--- src/rtl/multicycle_control_if.sv ---
// Bundle of the instruction, memory-handshake and datapath-control signals
// exchanged between the multicycle controller and its datapath.
//   master : datapath side (drives instr, mem_ready, branch_taken)
//   slave  : controller side (drives every o_* strobe, select, state, fault)
interface multicycle_control_if;
  logic [31:0] i_instr;         // instruction register contents
  logic        i_mem_ready;     // memory access completes this cycle
  logic        i_branch_taken;  // branch compare result (BRANCH state)
  logic        o_pc_write;      // PC load strobe
  logic        o_ir_write;      // IR load strobe
  logic        o_mem_read;      // memory read request
  logic        o_mem_write;     // memory write request
  logic        o_addr_sel;      // 0 = PC, 1 = ALU result register
  logic        o_reg_write;     // register file write strobe
  logic        o_alu_a_sel;     // 0 = PC, 1 = rs1
  logic [1:0]  o_alu_b_sel;     // 0 = rs2, 1 = immediate, 2 = constant 4
  logic [1:0]  o_alu_op;        // 0 = add, 1 = branch compare, 2 = funct
  logic [1:0]  o_wb_sel;        // 0 = ALU, 1 = memory, 2 = PC+4, 3 = imm
  logic [3:0]  o_state;         // current state encoding
  logic        o_fault;         // sticky fault flag

  modport master (
    output i_instr, i_mem_ready, i_branch_taken,
    input  o_pc_write, o_ir_write, o_mem_read, o_mem_write, o_addr_sel,
           o_reg_write, o_alu_a_sel, o_alu_b_sel, o_alu_op, o_wb_sel,
           o_state, o_fault
  );

  modport slave (
    input  i_instr, i_mem_ready, i_branch_taken,
    output o_pc_write, o_ir_write, o_mem_read, o_mem_write, o_addr_sel,
           o_reg_write, o_alu_a_sel, o_alu_b_sel, o_alu_op, o_wb_sel,
           o_state, o_fault
  );
endinterface

--- src/rtl/multicycle_control.sv ---
// Multicycle RISC-V style control FSM.  Sequences fetch, decode, execute,
// memory and writeback phases and drives the datapath strobes/selects.
// Memory phases (FETCH, MEM_RD, MEM_WR) wait on i_mem_ready with a bounded
// wait counter; an expired wait or an unknown opcode raises a sticky fault
// and parks the block in HALT until reset.
// Ports:
//   i_clk   : clock, all state changes on its rising edge
//   i_reset : synchronous active-high reset
//   bus     : multicycle_control_if.slave (instr/handshake in, controls out)
// Parameter:
//   TIMEOUT : number of low-ready cycles tolerated in a memory phase (>= 1)
module multicycle_control #(
  parameter int TIMEOUT = 255
) (
  input  logic                 i_clk,
  input  logic                 i_reset,
  multicycle_control_if.slave  bus
);

  localparam int CNT_W = $clog2(TIMEOUT + 1);
  // The wait that would make the counter reach TIMEOUT is the last one allowed.
  localparam logic [CNT_W-1:0] LAST_WAIT = CNT_W'(TIMEOUT - 1);

  localparam logic [6:0] OP_R    = 7'b0110011;
  localparam logic [6:0] OP_ADDI = 7'b0010011;
  localparam logic [6:0] OP_LD   = 7'b0000011;
  localparam logic [6:0] OP_S    = 7'b0100011;
  localparam logic [6:0] OP_SB   = 7'b1100011;
  localparam logic [6:0] OP_JALR = 7'b1100111;
  localparam logic [6:0] OP_UJ   = 7'b1101111;
  localparam logic [6:0] OP_U    = 7'b0110111;

  typedef enum logic [3:0] {
    ST_FETCH    = 4'd0,
    ST_DECODE   = 4'd1,
    ST_EXEC     = 4'd2,
    ST_MEM_ADDR = 4'd3,
    ST_MEM_RD   = 4'd4,
    ST_MEM_WR   = 4'd5,
    ST_WB       = 4'd6,
    ST_BRANCH   = 4'd7,
    ST_JUMP     = 4'd8,
    ST_HALT     = 4'd9
  } state_t;

  state_t             state_r, state_nxt_s;
  logic [CNT_W-1:0]   wait_cnt_r, wait_cnt_nxt_s;
  logic               fault_r, fault_nxt_s;

  logic               mem_phase_s;     // current state waits on i_mem_ready
  state_t             mem_done_st_s;   // where a completed access goes
  logic [6:0]         opcode_s;

  logic               pc_write_s, ir_write_s, mem_read_s, mem_write_s;
  logic               addr_sel_s, reg_write_s, alu_a_sel_s;
  logic [1:0]         alu_b_sel_s, alu_op_s, wb_sel_s;

  // Upper instruction bits belong to the datapath, not to control.
  logic               unused_instr_s;
  assign unused_instr_s = ^bus.i_instr[31:7];

  assign opcode_s = bus.i_instr[6:0];

  // State, wait counter and sticky fault registers.
  always_ff @(posedge i_clk) begin
    if (i_reset) begin
      state_r    <= ST_FETCH;
      wait_cnt_r <= {CNT_W{1'b0}};
      fault_r    <= 1'b0;
    end else begin
      state_r    <= state_nxt_s;
      wait_cnt_r <= wait_cnt_nxt_s;
      fault_r    <= fault_nxt_s;
    end
  end

  // Next-state and control decode.
  always_comb begin
    state_nxt_s    = state_r;
    wait_cnt_nxt_s = {CNT_W{1'b0}};  // cleared outside memory waits
    fault_nxt_s    = fault_r;
    mem_phase_s    = 1'b0;
    mem_done_st_s  = ST_FETCH;
    pc_write_s     = 1'b0;
    ir_write_s     = 1'b0;
    mem_read_s     = 1'b0;
    mem_write_s    = 1'b0;
    addr_sel_s     = 1'b0;
    reg_write_s    = 1'b0;
    alu_a_sel_s    = 1'b0;
    alu_b_sel_s    = 2'd0;
    alu_op_s       = 2'd0;
    wb_sel_s       = 2'd0;

    case (state_r)
      ST_FETCH: begin
        // Request at PC while the ALU forms PC+4 for the PC update.
        mem_read_s    = 1'b1;
        addr_sel_s    = 1'b0;
        alu_a_sel_s   = 1'b0;
        alu_b_sel_s   = 2'd2;
        alu_op_s      = 2'd0;
        mem_phase_s   = 1'b1;
        mem_done_st_s = ST_DECODE;
        if (bus.i_mem_ready) begin
          ir_write_s = 1'b1;
          pc_write_s = 1'b1;
        end else begin
          ir_write_s = 1'b0;
          pc_write_s = 1'b0;
        end
      end
      ST_DECODE: begin
        case (opcode_s)
          OP_R, OP_ADDI: state_nxt_s = ST_EXEC;
          OP_LD, OP_S:   state_nxt_s = ST_MEM_ADDR;
          OP_SB:         state_nxt_s = ST_BRANCH;
          OP_JALR, OP_UJ: state_nxt_s = ST_JUMP;
          OP_U:          state_nxt_s = ST_WB;
          default: begin
            state_nxt_s = ST_HALT;
            fault_nxt_s = 1'b1;
          end
        endcase
      end
      ST_EXEC: begin
        alu_op_s = 2'd2;
        if (opcode_s == OP_ADDI) begin
          alu_b_sel_s = 2'd1;
        end else begin
          alu_b_sel_s = 2'd0;
        end
        state_nxt_s = ST_WB;
      end
      ST_MEM_ADDR: begin
        alu_a_sel_s = 1'b1;
        alu_b_sel_s = 2'd1;
        alu_op_s    = 2'd0;
        if (opcode_s == OP_LD) begin
          state_nxt_s = ST_MEM_RD;
        end else begin
          state_nxt_s = ST_MEM_WR;
        end
      end
      ST_MEM_RD: begin
        mem_read_s    = 1'b1;
        addr_sel_s    = 1'b1;
        mem_phase_s   = 1'b1;
        mem_done_st_s = ST_WB;
      end
      ST_MEM_WR: begin
        mem_write_s   = 1'b1;
        addr_sel_s    = 1'b1;
        mem_phase_s   = 1'b1;
        mem_done_st_s = ST_FETCH;
      end
      ST_WB: begin
        reg_write_s = 1'b1;
        // Writeback source follows from the instruction class.
        case (opcode_s)
          OP_LD:          wb_sel_s = 2'd1;
          OP_JALR, OP_UJ: wb_sel_s = 2'd2;
          OP_U:           wb_sel_s = 2'd3;
          default:        wb_sel_s = 2'd0;
        endcase
        state_nxt_s = ST_FETCH;
      end
      ST_BRANCH: begin
        alu_op_s    = 2'd1;
        pc_write_s  = bus.i_branch_taken;
        state_nxt_s = ST_FETCH;
      end
      ST_JUMP: begin
        pc_write_s  = 1'b1;
        alu_b_sel_s = 2'd1;
        alu_op_s    = 2'd0;
        if (opcode_s == OP_JALR) begin
          alu_a_sel_s = 1'b1;
        end else begin
          alu_a_sel_s = 1'b0;
        end
        state_nxt_s = ST_WB;
      end
      ST_HALT: begin
        state_nxt_s = ST_HALT;
      end
      default: begin
        // Corrupted state encoding is treated as a fault.
        state_nxt_s = ST_HALT;
        fault_nxt_s = 1'b1;
      end
    endcase

    // Shared memory-wait handling: advance on ready, otherwise count until
    // the wait budget is exhausted and then abandon the access.
    if (mem_phase_s) begin
      if (bus.i_mem_ready) begin
        state_nxt_s = mem_done_st_s;
      end else if (wait_cnt_r == LAST_WAIT) begin
        state_nxt_s = ST_HALT;
        fault_nxt_s = 1'b1;
      end else begin
        wait_cnt_nxt_s = wait_cnt_r + CNT_W'(1'b1);
      end
    end else begin
      wait_cnt_nxt_s = {CNT_W{1'b0}};
    end
  end

  assign bus.o_pc_write  = pc_write_s;
  assign bus.o_ir_write  = ir_write_s;
  assign bus.o_mem_read  = mem_read_s;
  assign bus.o_mem_write = mem_write_s;
  assign bus.o_addr_sel  = addr_sel_s;
  assign bus.o_reg_write = reg_write_s;
  assign bus.o_alu_a_sel = alu_a_sel_s;
  assign bus.o_alu_b_sel = alu_b_sel_s;
  assign bus.o_alu_op    = alu_op_s;
  assign bus.o_wb_sel    = wb_sel_s;
  assign bus.o_state     = state_r;
  assign bus.o_fault     = fault_r;

endmodule

--- src/flat_wrapper.sv ---
// flat-port wrapper written by rule: the top's interface ports become plain ports
module multicycle_control_flat 
#(
  parameter int TIMEOUT = 255
)
  (i_clk, i_reset, bus_i_instr, bus_i_mem_ready, bus_i_branch_taken, bus_o_pc_write, bus_o_ir_write, bus_o_mem_read, bus_o_mem_write, bus_o_addr_sel, bus_o_reg_write, bus_o_alu_a_sel, bus_o_alu_b_sel, bus_o_alu_op, bus_o_wb_sel, bus_o_state, bus_o_fault);
  multicycle_control_if bus_i ();
  input  logic i_clk;
  input  logic i_reset;
  input wire logic [$bits(bus_i.i_instr)-1:0] bus_i_instr;
  input wire logic [$bits(bus_i.i_mem_ready)-1:0] bus_i_mem_ready;
  input wire logic [$bits(bus_i.i_branch_taken)-1:0] bus_i_branch_taken;
  output wire logic [$bits(bus_i.o_pc_write)-1:0] bus_o_pc_write;
  output wire logic [$bits(bus_i.o_ir_write)-1:0] bus_o_ir_write;
  output wire logic [$bits(bus_i.o_mem_read)-1:0] bus_o_mem_read;
  output wire logic [$bits(bus_i.o_mem_write)-1:0] bus_o_mem_write;
  output wire logic [$bits(bus_i.o_addr_sel)-1:0] bus_o_addr_sel;
  output wire logic [$bits(bus_i.o_reg_write)-1:0] bus_o_reg_write;
  output wire logic [$bits(bus_i.o_alu_a_sel)-1:0] bus_o_alu_a_sel;
  output wire logic [$bits(bus_i.o_alu_b_sel)-1:0] bus_o_alu_b_sel;
  output wire logic [$bits(bus_i.o_alu_op)-1:0] bus_o_alu_op;
  output wire logic [$bits(bus_i.o_wb_sel)-1:0] bus_o_wb_sel;
  output wire logic [$bits(bus_i.o_state)-1:0] bus_o_state;
  output wire logic [$bits(bus_i.o_fault)-1:0] bus_o_fault;
  assign bus_i.i_instr = bus_i_instr;
  assign bus_i.i_mem_ready = bus_i_mem_ready;
  assign bus_i.i_branch_taken = bus_i_branch_taken;
  assign bus_o_pc_write = bus_i.o_pc_write;
  assign bus_o_ir_write = bus_i.o_ir_write;
  assign bus_o_mem_read = bus_i.o_mem_read;
  assign bus_o_mem_write = bus_i.o_mem_write;
  assign bus_o_addr_sel = bus_i.o_addr_sel;
  assign bus_o_reg_write = bus_i.o_reg_write;
  assign bus_o_alu_a_sel = bus_i.o_alu_a_sel;
  assign bus_o_alu_b_sel = bus_i.o_alu_b_sel;
  assign bus_o_alu_op = bus_i.o_alu_op;
  assign bus_o_wb_sel = bus_i.o_wb_sel;
  assign bus_o_state = bus_i.o_state;
  assign bus_o_fault = bus_i.o_fault;
  multicycle_control #(.TIMEOUT(TIMEOUT)) u_core (.i_clk(i_clk), .i_reset(i_reset), .bus(bus_i));
endmodule
--- config.mk ---
export PLATFORM = sky130hd
export DESIGN_NAME = multicycle_control_flat
export DESIGN_NICKNAME = d
export VERILOG_FILES = /design/src/rtl/multicycle_control_if.sv /design/src/rtl/multicycle_control.sv /design/src/flat_wrapper.sv
export SDC_FILE = /design/constraint.sdc
export NUM_CORES = 1
export LEC_CHECK = 0
export ABC_AREA = 1
export CORE_UTILIZATION = 35
export CTS_CLUSTER_SIZE = 12
export DETAILED_ROUTE_END_ITERATION = 10
export PLACE_DENSITY = 0.74
export SLEW_MARGIN = 40
export SYNTH_ARGS = -nofsm -noshare
export SYNTH_HDL_FRONTEND = slang
export SYNTH_SLANG_ARGS = --single-unit
--- constraint.sdc ---
create_clock -name i_clk -period 1.9 [get_ports i_clk]
set_input_delay 0.38 -clock i_clk [delete_from_list [all_inputs] [get_ports i_clk]]
set_output_delay 0.38 -clock i_clk [all_outputs]
set_load 0.03 [all_outputs]
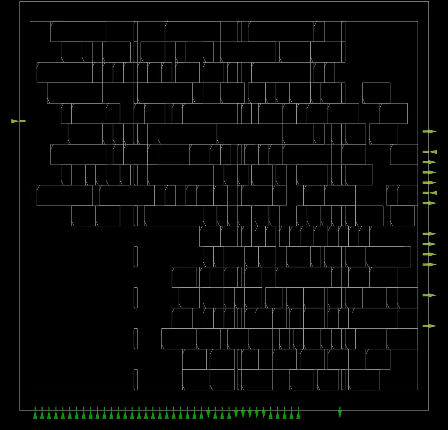
Figure 1: run 1, cell outlines without signal wires.
site row count: 18
area of the placeable core: 2520 um^2
well-tap cell count: 30

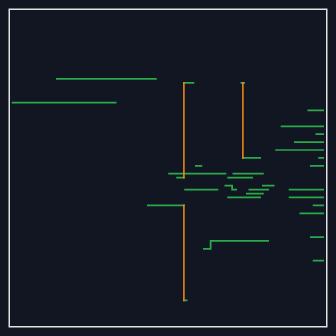
Figure 2: run 1, routed metal, one color a layer.
Only two layers are drawn.
legend:
  M4:
    color: orange
    wire_length: 45.6 um
  M3:
    color: green
    wire_length: 148 um

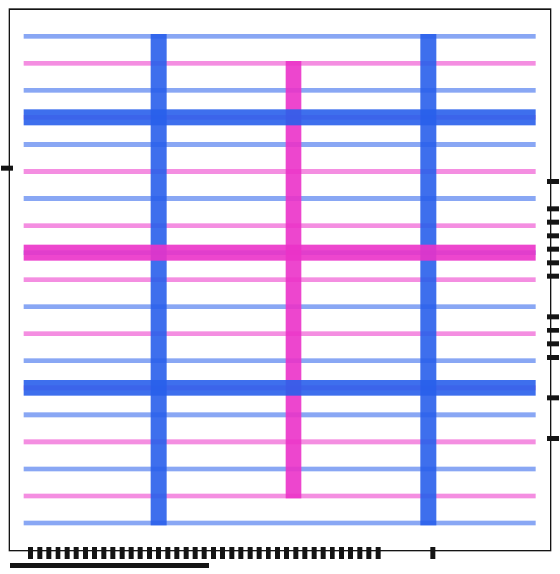
Figure 3: run 1, power grid.
Scale bar: 20 um. Pins as bars on the die edge.
legend:
  VSS:
    color: blue
  VDD:
    color: magenta
met1 rails: 19
signal pins: 54

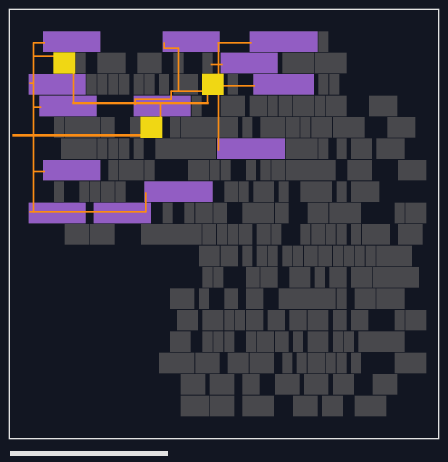
Figure 4: run 1, routed clock nets over the placement.
Scale bar: 20 um.
legend:
  clock wires:
    color: orange
    length: 138 um
  flip-flops:
    color: purple
    count: 13
  clock-net drivers:
    color: yellow
    count: 3
routed clock nets: 4

==> reports/qor.tcl, run 1 <==
set qor(worst_pin_slew_ns) 0.314
set qor(result_of_the_run) {complete, no violations}
set qor(number_of_cells_in_yosys_stat) 148
set qor(clk_transition_reported_paths_ns) 0.07
set qor(synth.largest_area_cell) {dfxtp_1}
set qor(synthToLayoutAreaGrowth_pct) 58.0
set qor(drtAntennaViolNets) 0
set qor(drt-met1-wl_mm) 1.02
set qor(netSwitchingPower_mw) 0.970
set qor(warnings) 53
set qor(groute.layer.met1.usage) 0.191
set qor(syn_std_cell_area_um2) 958
set qor(gr-usage-met2) 0.321
set qor(yosys.area_share.aoi) 0.0901
set qor(leakage_nw) 0.793
set qor(path_max_fanout) 3
set qor(cts-root-buf) {clkbuf_4}
set qor(finalWeightedCongestion) 0.890
set qor(final_hold_viol_count) 0
set qor(cts_num_sinks) 13
set qor(clock.fmax_ghz) 0.544
set qor(antenna_found_initial) 0
set qor(cts_buffers) 3
set qor(logic_area_um2) 668
set qor(xor_xnor_share_of_the_synthesized_area) 0.0457
set qor(num-fill-cells) 232
set qor(yosys-top-cells-area) {dfxtp_1 (27%), nand2_1 (14%), inv_1 (10%)}
set qor(grt_start_max_net_pins) 9
set qor(critPathArrivalTime_ns) 1.46
set qor(setup_viol) 0
set qor(postSynthNetCount) 186
set qor(grt_overflow) 0
set qor(fp.dieH_um) 54.3
set qor(postSynth.topFlopCell) {dfxtp_1}
set qor(met3_usage_grt) 0.0528
set qor(seqCellArea_um2) 273
set qor(ys_async_sr_fraction) 0
set qor(design.final.nets) 236
set qor(holdCritPathClass) {flop to flop}
set qor(synth-seq-area-share) 0.272
[run 1: through the flow]
| stage | util | area, um^2 | power (mW) | hold WS, ns | std cells |
|---|---|---|---|---|---|
| 6_report | 0.600 | 1510 | 1.88 | 0.475 | 227 |
| 5_1_grt | 0.600 | 1510 | 2.00 | 0.482 | 227 |
| 4_1_cts | 0.583 | 1470 | 1.83 | 0.475 | 226 |
| 3_5_place_dp | 0.557 | 1400 | 1.67 | 0.458 | 221 |
| 3_3_place_gp | 0.557 | 1400 | 1.65 | 0.445 | 221 |
| 2_1_floorplan | - | 993 | 1.20 | 0.430 | 148 |
[run 1: power by group through the flow]
stage	clock network [mW]	logic [mW]	registers (mW)
finish	0.162	1.32	0.407
detailed placement	0	1.28	0.393
global route	0.177	1.41	0.416
CTS	0.170	1.27	0.397
global placement	0	1.26	0.390
floorplan	0	0.727	0.473
[run 1: area by class of cell]
cell class | instances | area share
Sequential cell | 13 | 0.180
Clock buffer | 4 | 0.0174
Inverter | 28 | 0.0694
Tap cell | 30 | 0.0248
Timing Repair Buffer | 45 | 0.267
Multi-Input combinational cell | 107 | 0.441
[run 1: state kept, by name, summed over array words and instances (netlist names)]
signal / count
u_core.wait_cnt_r: 8
u_core.bus.o_fault: 1
u_core.bus.o_state: 4
[run 1: final timing paths]
kind / from / end / slack (ns) / depth (start not counted)
worst max register to register: u_core.wait_cnt_r[0] / u_core.bus.o_state[0] / 0.55 / 10
worst min-delay path: u_core.wait_cnt_r[0] / u_core.wait_cnt_r[0] / 0.48 / 1
worst max-delay path: bus_i_instr[4] / bus_o_alu_a_sel / 0.06 / 7
worst min register to register: u_core.wait_cnt_r[0] / u_core.wait_cnt_r[0] / 0.48 / 1
==> run 1 -> run 2 <==
Settings changed: CTS_CLUSTER_DIAMETER set to 40.
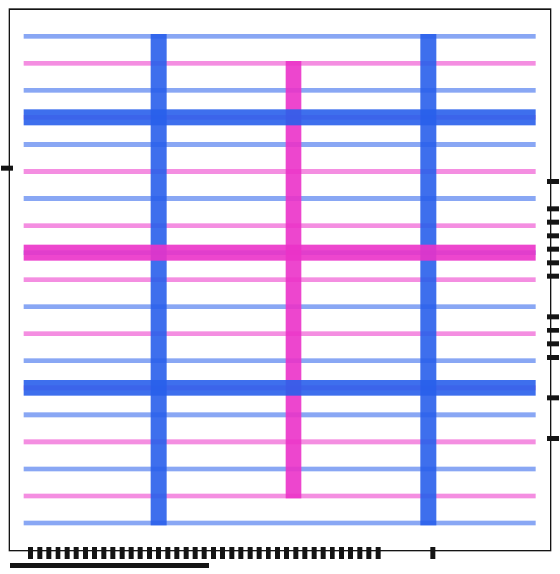
Figure 5: run 2, power grid.
Scale bar: 20 um. Pins as bars on the die edge.
legend:
  VDD:
    color: magenta
  VSS:
    color: blue
signal pins: 54
met5 straps: 3

==> run 2 against run 1 <==
Against the previous run: maximum frequency stayed put; sequential cell count stayed put; total power stayed put; clock skew stayed put; clock power hardly changed; critical path type unchanged.
==> reports/qor.tcl, run 2 <==
set qor(result_of_the_run) {complete, no violations}
set qor(placed_area_um2) 1400 ;# unchanged
set qor(std_cell_rows) 18 ;# unchanged
set qor(netSwitchingPower_mw) 0.970 ;# unchanged
set qor(cts_num_sinks) 13 ;# unchanged
set qor(min_delay_path_depth) 1 ;# unchanged
set qor(grt_start_max_net_pins) 9 ;# unchanged
set qor(postSynthNetCount) 186 ;# unchanged
set qor(post-route-util) 0.600 ;# unchanged
set qor(path_max_fanout) 3 ;# unchanged
set qor(cts-root-buf) {clkbuf_4}
set qor(registers.top_by_ff_count) {u_core.wait_cnt_r}
set qor(synthToLayoutAreaGrowth_pct) 58.0 ;# unchanged
set qor(post-layout-total-power_mw) 1.88 ;# unchanged
set qor(warnings) 53 ;# unchanged
set qor(synth-seq-area-share) 0.272 ;# unchanged
set qor(num-fill-cells) 232 ;# unchanged
set qor(final_area_um2) 1510 ;# unchanged
set qor(syn_std_cell_area_um2) 958 ;# unchanged
set qor(worst_pin_slew_ns) 0.314 ;# unchanged
set qor(clock.fmax_ghz) 0.544 ;# unchanged
set qor(postSynth.topFlopCell) {dfxtp_1}
set qor(holdCritPathClass) {flop to flop}
set qor(post-route-period-util) 0.967
set qor(logic_depth_of_the_worst_register_to_register_path) 10 ;# unchanged
set qor(fp.dieH_um) 54.3 ;# unchanged
set qor(design.final.nets) 236 ;# unchanged
set qor(final_hold_viol_count) 0 ;# unchanged
set qor(yosys.area_share.aoi) 0.0901 ;# unchanged
set qor(crit_path_start) {bus_i_instr[4]}
set qor(antenna_found_initial) 0 ;# unchanged
set qor(xor_xnor_share_of_the_synthesized_area) 0.0457 ;# unchanged
set qor(number_of_cells_in_yosys_stat) 148 ;# unchanged
set qor(finalWeightedCongestion) 0.890 ;# unchanged
set qor(grt_overflow) 0 ;# unchanged
set qor(hold_slack_ns) 0.475 ;# unchanged
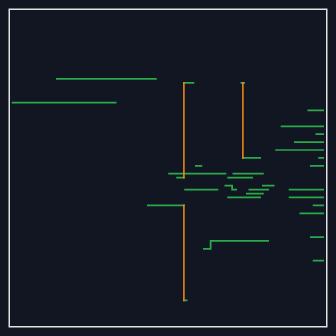
Figure 6: run 2, routed metal, one color a layer.
Only two layers are drawn.
legend:
  M3:
    color: green
    wire_length: 148 um
  M4:
    color: orange
    wire_length: 45.6 um

## run 2: cell counts after synthesis
Identical to the previous run, type by type.
## run 2: power by group through the flow
| stage | Combinational, mW | Sequential [mW] | Clock, mW |
|---|---|---|---|
| finish | 1.32 | 0.407 | 0.162 |
| global route | 1.41 | 0.416 | 0.177 |
| CTS | 1.27 | 0.397 | 0.170 |
| detailed placement | 1.28 | 0.393 | 0 |
| global placement | 1.26 | 0.390 | 0 |
| floorplan | 0.727 | 0.473 | 0 |
## run 2: how the worst max path moves through the flow
stage | to | cells after the start
after detailed placement | bus_o_alu_a_sel | 7
after global routing | bus_o_pc_write | 6
after floorplan | bus_o_wb_sel[0] | 6
after global placement | bus_o_alu_a_sel | 7
after CTS | bus_o_wb_sel[0] | 7
final | bus_o_alu_a_sel | 7
## run 2: what timing repair did
| item | CTS | global route |
|---|---|---|
| gates resized | 24 | 15 |
| setup endpoints to repair | 11 | 6 |
| pin swaps | 5 | 7 |
| setup buffers | 1 | 1 |
| gates cloned | 0 | 0 |
## run 2: final cells by class
type | count | area share
Clock buffer | 4 | 0.0174
Inverter | 28 | 0.0694
Multi-Input combinational cell | 107 | 0.441
Sequential cell | 13 | 0.180
Tap cell | 30 | 0.0248
Timing Repair Buffer | 45 | 0.267
## run 2: per-layer routing
| metal | part of all wire | global-route usage | vias up |
|---|---|---|---|
| met5 | 0 | 0 | - |
| met4 | 0.018 | 0.0470 | 0 |
| met3 | 0.060 | 0.0528 | 6 |
| met2 | 0.51 | 0.321 | 47 |
| met1 | 0.41 | 0.191 | 496 |
| li1 | - | - | 558 |
## run 2: logic make-up after synthesis
kind of cell,Yosys count
AND/OR/NAND/NOR,87
AND-OR/OR-AND,13
buffers and inverters,28
XOR/XNOR,5
flip-flops,13
adder cells (fa/ha/maj),2
Power figures rest on the tool's default switching activity, not on a simulated workload.
